--- src/rtl/uart_sched_pkg.sv ---
// Shared types and constants for the UART frame scheduler.
package uart_sched_pkg;

  typedef enum logic [2:0] {
    IDLE,
    HDR,
    ID,
    HI,
    LO,
    CHK
  } sched_state_t;

  localparam int NSRC = 3;

  localparam logic [7:0] HEADER_DEFAULT = 8'hA5;

  localparam logic [1:0] CH_ADC_A = 2'd0;
  localparam logic [1:0] CH_ADC_B = 2'd1;
  localparam logic [1:0] CH_LMS   = 2'd2;

  // Next source index in round-robin order, wrapping after the last source.
  function automatic logic [1:0] next_src(input logic [1:0] src);
    return (src >= 2'(NSRC - 1)) ? 2'd0 : src + 2'd1;
  endfunction

endpackage

--- src/rtl/rr_arbiter3.sv ---
// Three-way round-robin arbiter. The pointer names the first source to
// consider; the pointer register itself lives in the parent.
module rr_arbiter3
  import uart_sched_pkg::*;
(
  input  logic [2:0] req,
  input  logic [1:0] ptr,
  output logic [2:0] gnt,
  output logic [1:0] next_ptr
);

  logic [1:0] idx;
  logic       found;

  // Walk the sources starting at ptr; the first requester wins and the
  // search for the following round starts just after it.
  always_comb begin
    gnt      = '0;
    next_ptr = ptr;
    found    = 1'b0;
    idx      = ptr;
    for (int i = 0; i < NSRC; i++) begin
      if (!found && req[idx]) begin
        gnt[idx] = 1'b1;
        next_ptr = next_src(idx);
        found    = 1'b1;
      end
      idx = next_src(idx);
    end
  end

endmodule

--- src/rtl/uart_frame_scheduler.sv ---
// Decimates three sample streams, parks kept samples in per-source holding
// registers and serialises them as 5-byte checksummed frames to a UART.
module uart_frame_scheduler
  import uart_sched_pkg::*;
#(
  parameter int         DW     = 16,
  parameter int         DEC_W  = 8,
  parameter logic [7:0] HEADER = HEADER_DEFAULT
) (
  input  logic               clk_i,
  input  logic               rst_n,
  input  logic               enable,
  input  logic [DEC_W-1:0]   decim,
  input  logic [NSRC-1:0]    src_valid,
  input  logic [NSRC*DW-1:0] src_data,
  output logic [7:0]         tx_byte,
  output logic               tx_valid,
  input  logic               tx_ready,
  output logic [NSRC-1:0]    overrun,
  input  logic               ovr_clr,
  output logic               busy
);

  sched_state_t    state_reg;
  logic [7:0]      tx_byte_reg;
  logic            tx_valid_reg;
  logic [1:0]      ptr_reg;
  logic [1:0]      next_ptr;
  logic [5:0]      seq_reg;
  logic [7:0]      frame_id_reg;
  logic [DW-1:0]   frame_data_reg;
  logic [NSRC-1:0] ovr_reg;
  logic [NSRC-1:0] full_w;
  logic [NSRC-1:0] gnt;
  logic [NSRC-1:0] release_w;
  logic [NSRC-1:0] ovr_set;
  logic [DW-1:0]   hold_w [NSRC];
  logic            grant_en;
  logic            grant_fire;
  logic [1:0]      gnt_ch;
  logic [DW-1:0]   gnt_data;
  logic [7:0]      chk_byte;
  logic            accept;

  // Arbitration runs in IDLE, and in the single HDR cycle with tx_valid low
  // that separates back-to-back frames.
  assign grant_en   = (state_reg == IDLE) || (state_reg == HDR && !tx_valid_reg);
  assign grant_fire = grant_en && (|full_w);
  assign release_w  = grant_en ? gnt : '0;
  assign accept     = tx_valid_reg && tx_ready;
  assign chk_byte   = frame_id_reg + frame_data_reg[15:8] + frame_data_reg[7:0];

  rr_arbiter3 u_arb (
    .req      (full_w),
    .ptr      (ptr_reg),
    .gnt      (gnt),
    .next_ptr (next_ptr)
  );

  for (genvar gi = 0; gi < NSRC; gi++) begin : g_src
    logic [DEC_W-1:0] cnt_reg;
    logic             full_reg;
    logic [DW-1:0]    hold_reg;
    logic             due;

    assign due         = src_valid[gi] && enable && (cnt_reg >= decim);
    assign ovr_set[gi] = due && full_reg && !release_w[gi];
    assign full_w[gi]  = full_reg;
    assign hold_w[gi]  = hold_reg;

    // Decimate the strobe stream and park due samples until granted;
    // a slot being released this cycle can accept a new sample at once.
    always_ff @(posedge clk_i or negedge rst_n) begin
      if (!rst_n) begin
        cnt_reg  <= '0;
        full_reg <= 1'b0;
        hold_reg <= '0;
      end else begin
        if (src_valid[gi] && enable)
          cnt_reg <= (cnt_reg >= decim) ? '0 : cnt_reg + 1'b1;
        if (due && (!full_reg || release_w[gi])) begin
          hold_reg <= src_data[gi*DW +: DW];
          full_reg <= 1'b1;
        end else if (release_w[gi]) begin
          full_reg <= 1'b0;
        end
      end
    end
  end

  // Turn the one-hot grant into a channel id and select its held sample.
  always_comb begin
    gnt_ch   = CH_ADC_A;
    gnt_data = hold_w[0];
    case (gnt)
      3'b010: begin
        gnt_ch   = CH_ADC_B;
        gnt_data = hold_w[1];
      end
      3'b100: begin
        gnt_ch   = CH_LMS;
        gnt_data = hold_w[2];
      end
      default: ;
    endcase
  end

  // Sticky drop flags; a new drop in the same cycle as a clear survives.
  always_ff @(posedge clk_i or negedge rst_n) begin
    if (!rst_n)
      ovr_reg <= '0;
    else
      ovr_reg <= (ovr_clr ? '0 : ovr_reg) | ovr_set;
  end

  // Frame FSM: latch the granted sample, then step through the five bytes,
  // moving on only when the transmitter takes the current one.
  always_ff @(posedge clk_i or negedge rst_n) begin
    if (!rst_n) begin
      state_reg      <= IDLE;
      tx_byte_reg    <= '0;
      tx_valid_reg   <= 1'b0;
      ptr_reg        <= '0;
      seq_reg        <= '0;
      frame_id_reg   <= '0;
      frame_data_reg <= '0;
    end else if (grant_fire) begin
      frame_id_reg   <= {seq_reg, gnt_ch};
      frame_data_reg <= gnt_data;
      ptr_reg        <= next_ptr;
      seq_reg        <= seq_reg + 1'b1;
      state_reg      <= HDR;
      tx_byte_reg    <= HEADER;
      tx_valid_reg   <= 1'b1;
    end else begin
      case (state_reg)
        IDLE: ;
        HDR: begin
          if (!tx_valid_reg) begin
            state_reg <= IDLE;
          end else if (accept) begin
            state_reg   <= ID;
            tx_byte_reg <= frame_id_reg;
          end
        end
        ID: begin
          if (accept) begin
            state_reg   <= HI;
            tx_byte_reg <= frame_data_reg[15:8];
          end
        end
        HI: begin
          if (accept) begin
            state_reg   <= LO;
            tx_byte_reg <= frame_data_reg[7:0];
          end
        end
        LO: begin
          if (accept) begin
            state_reg   <= CHK;
            tx_byte_reg <= chk_byte;
          end
        end
        CHK: begin
          if (accept) begin
            tx_valid_reg <= 1'b0;
            state_reg    <= (|full_w) ? HDR : IDLE;
          end
        end
        default: begin
          state_reg    <= IDLE;
          tx_valid_reg <= 1'b0;
        end
      endcase
    end
  end

  assign tx_byte  = tx_byte_reg;
  assign tx_valid = tx_valid_reg;
  assign overrun  = ovr_reg;
  assign busy     = (state_reg != IDLE);

endmodule
--- config.mk ---
export PLATFORM = sky130hd
export DESIGN_NAME = uart_frame_scheduler
export DESIGN_NICKNAME = d
export VERILOG_FILES = /design/src/rtl/uart_sched_pkg.sv /design/src/rtl/rr_arbiter3.sv /design/src/rtl/uart_frame_scheduler.sv
export SDC_FILE = /design/constraint.sdc
export NUM_CORES = 1
export LEC_CHECK = 0
export CAP_MARGIN = 40
export CORE_ASPECT_RATIO = 0.75
export CORE_MARGIN = 4
export CORE_UTILIZATION = 56
export CTS_CLUSTER_DIAMETER = 150
export DETAILED_ROUTE_END_ITERATION = 12
export GPL_ROUTABILITY_DRIVEN = 0
export PLACE_DENSITY = 0.8
export RECOVER_POWER = 50
export SETUP_SLACK_MARGIN = 0.1
export SLEW_MARGIN = 20
export SYNTH_ARGS = -nofsm -noshare
export SYNTH_HDL_FRONTEND = slang
export SYNTH_SLANG_ARGS = --single-unit
--- constraint.sdc ---
create_clock -name clk_i -period 3.4 [get_ports clk_i]
set_input_delay 0.51 -clock clk_i [delete_from_list [all_inputs] [get_ports clk_i]]
set_output_delay 0.51 -clock clk_i [all_outputs]
set_load 0.02 [all_outputs]
Figure 1. Layout detail.
Region (46, 10) to (86, 50) um. Cells in gray, sequential cells in the stronger gray; small squares are vias.
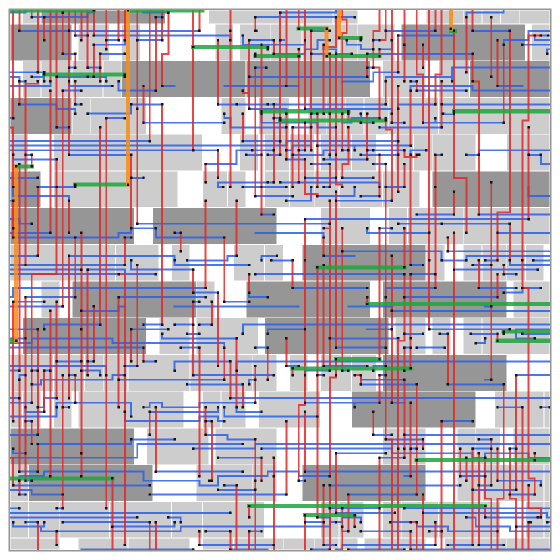
Orange marks metal 4. Red marks metal 2. Green marks metal 3. Blue marks metal 1.
126 logic cells have their middle in the window. Sequential cells in the window: 20. Most frequent: dfrtp_1 (20), nand2_1 (17), ha_1 (11). Netlist names of flops here include g_src.cnt_reg (6), g_src.full_reg (3), overrun (3).

Figure 2. Clock network drawn from the DEF.
Scale bar: 50 um.
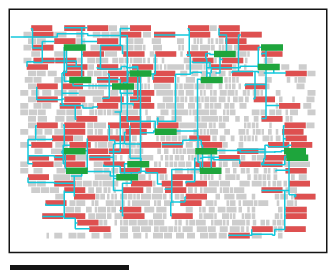
Green marks clock drivers, count 17. Cyan marks clock wires, length 1590 um. Red marks flip-flops, count 122.
Position of the flops: all over the die. There are 18 routed clock nets.

Figure 3. Signal wires by layer.
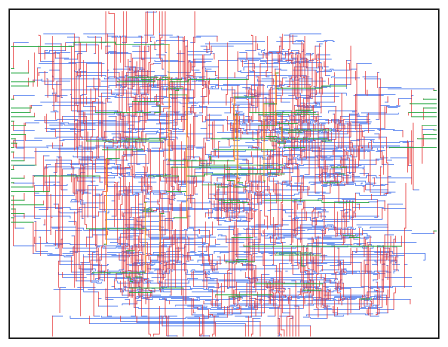
Red marks metal 2, wire length 7420 um. Blue marks metal 1, wire length 7680 um. Green marks metal 3, wire length 1010 um. Orange marks metal 4, wire length 222 um.

Figure 4. Cell outlines without signal wires.
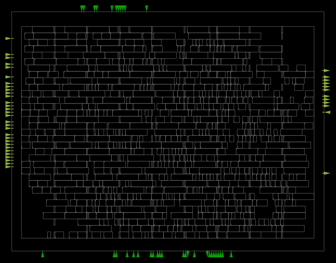
Tapcells: 140
flop count: 122
Core Area: 0.0111 mm^2
Layout Cells excl Fill: 861
final cell utilization of the core: 72.6%

Figure 5. M3 wires.
Scale bar: 50 um.
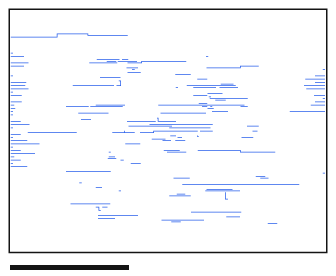
108 nets have wire on it. The layer holds 6.2% of the routed length. The layer carries 1010 um of wire. The wires run mostly horizontal. The longest straight run is 48.8 um.

==> run notes <==
Implementation progress

The flow ran to the end, but the final reports show violations. The checks that failed: capacitance limit, slew limit. The clock network consumes a total of 1.96 mW. Looking at the hold checks, the worst path lands on seq_reg[5]. STA lists the endpoint of the worst register-to-register path as tx_byte[5]. The effective utilization at floorplan stands at 58.5%. The script computed a power per unit cell area of 992 mW/mm^2. Non-clock buffers in the final layout number 88. Counting every instance in the synthesized netlist gives 625.

The wire length of the first global-routing pass stands at 26800 um. On the final layout, the worst clock skew is 7.15 ps. The final timing report counts setup violations totalling 0. The clock buffers instantiated in the layout total 20. The power spent charging and discharging nets stands at 3.14 mW.

Per the post-synthesis report, the nets total 731. In this run, synthesis inferred 0 flip-flops with an integrated enable. A synthesized cell averages 10.4 um^2.

The count of tool warnings stands at 26. Along the worst path, the maximum fanout reaches 3. The filler cells instantiated in the layout total 779. The sequential cell fraction of total power stands at 33.8%. The share of the synthesized area in the top cell type stands at 46.8%. The worst setup path is launched from a flip-flop. The count of boundary I/O pins stands at 77. The switching fraction of total power stands at 39.1%. Max-cap violations in this run came to 1. The final setup TNS stands at 0 ps. Looking at the clock tree report, the maximum root-to-sink buffer count equals 2. Per the final report, max-transition violations number 38. The routed length per instance stands at 19.0 um. Across all hold checks on the routed design, the worst slack comes to 470 ps.

The clock sink count stands at 122. Overall power consumption after layout is estimated at 8.03 mW. The met2 demand-to-capacity share in global routing stands at 38.7%. Looking at the group totals, the largest power group turns out to be combinational logic.

The logic gate share of total power stands at 41.9%. The met2 wire length stands at 7420 um. The length of the first detailed-routing pass in iterations stands at 6.

The multi-input gate area in the final layout stands at 0.00325 mm^2. The fraction of layout cells with a size suffix above 1 stands at 14.6%. The timing report attributes the biggest portion of critical-path delay to adder cells. The initialized floorplan defines 33 standard-cell rows. In this run, the synthesized area fraction spent on AND-OR/OR-AND gates is recorded as 14.2%. The type recorded for the worst min-delay path is reg2reg. The total routing usage reported by global routing stands at 25.4%.

The initial detailed-routing violation count stands at 594. The synthesis run identifies the leading combinational cell family as AND-OR/OR-AND gates. The largest total area in the synthesized netlist belongs to dfrtp_1.
-- placed cells by master (no fill, tap or decap), types with 9 or more instances in the layout --
master	count
dfrtp_1	122
nand2_1	81
clkdlybuf4s50_1	75
nor2_1	48
mux2_2	41
ha_1	34
o21ai_0	33
inv_1	28
a21oi_1	28
a31oi_1	18
clkbuf_16	17
a22oi_1	16
nand3_1	11
nand2b_1	10
xnor2_1	10
mux2_4	10
nor2b_1	9
buf_4	9
-- synthesized netlist by cell type, drive strengths merged (9+ instances only) --
cell    number
dfrtp      122
nand2       81
mux2        51
nor2        49
ha          34
o21ai       33
a21oi       29
inv         28
a31oi       18
a22oi       16
clkbuf      15
nand3       12
nand2b      10
xnor2       10
buf          9
nor2b        9
Power figures rest on the tool's default switching activity, not on a simulated workload.
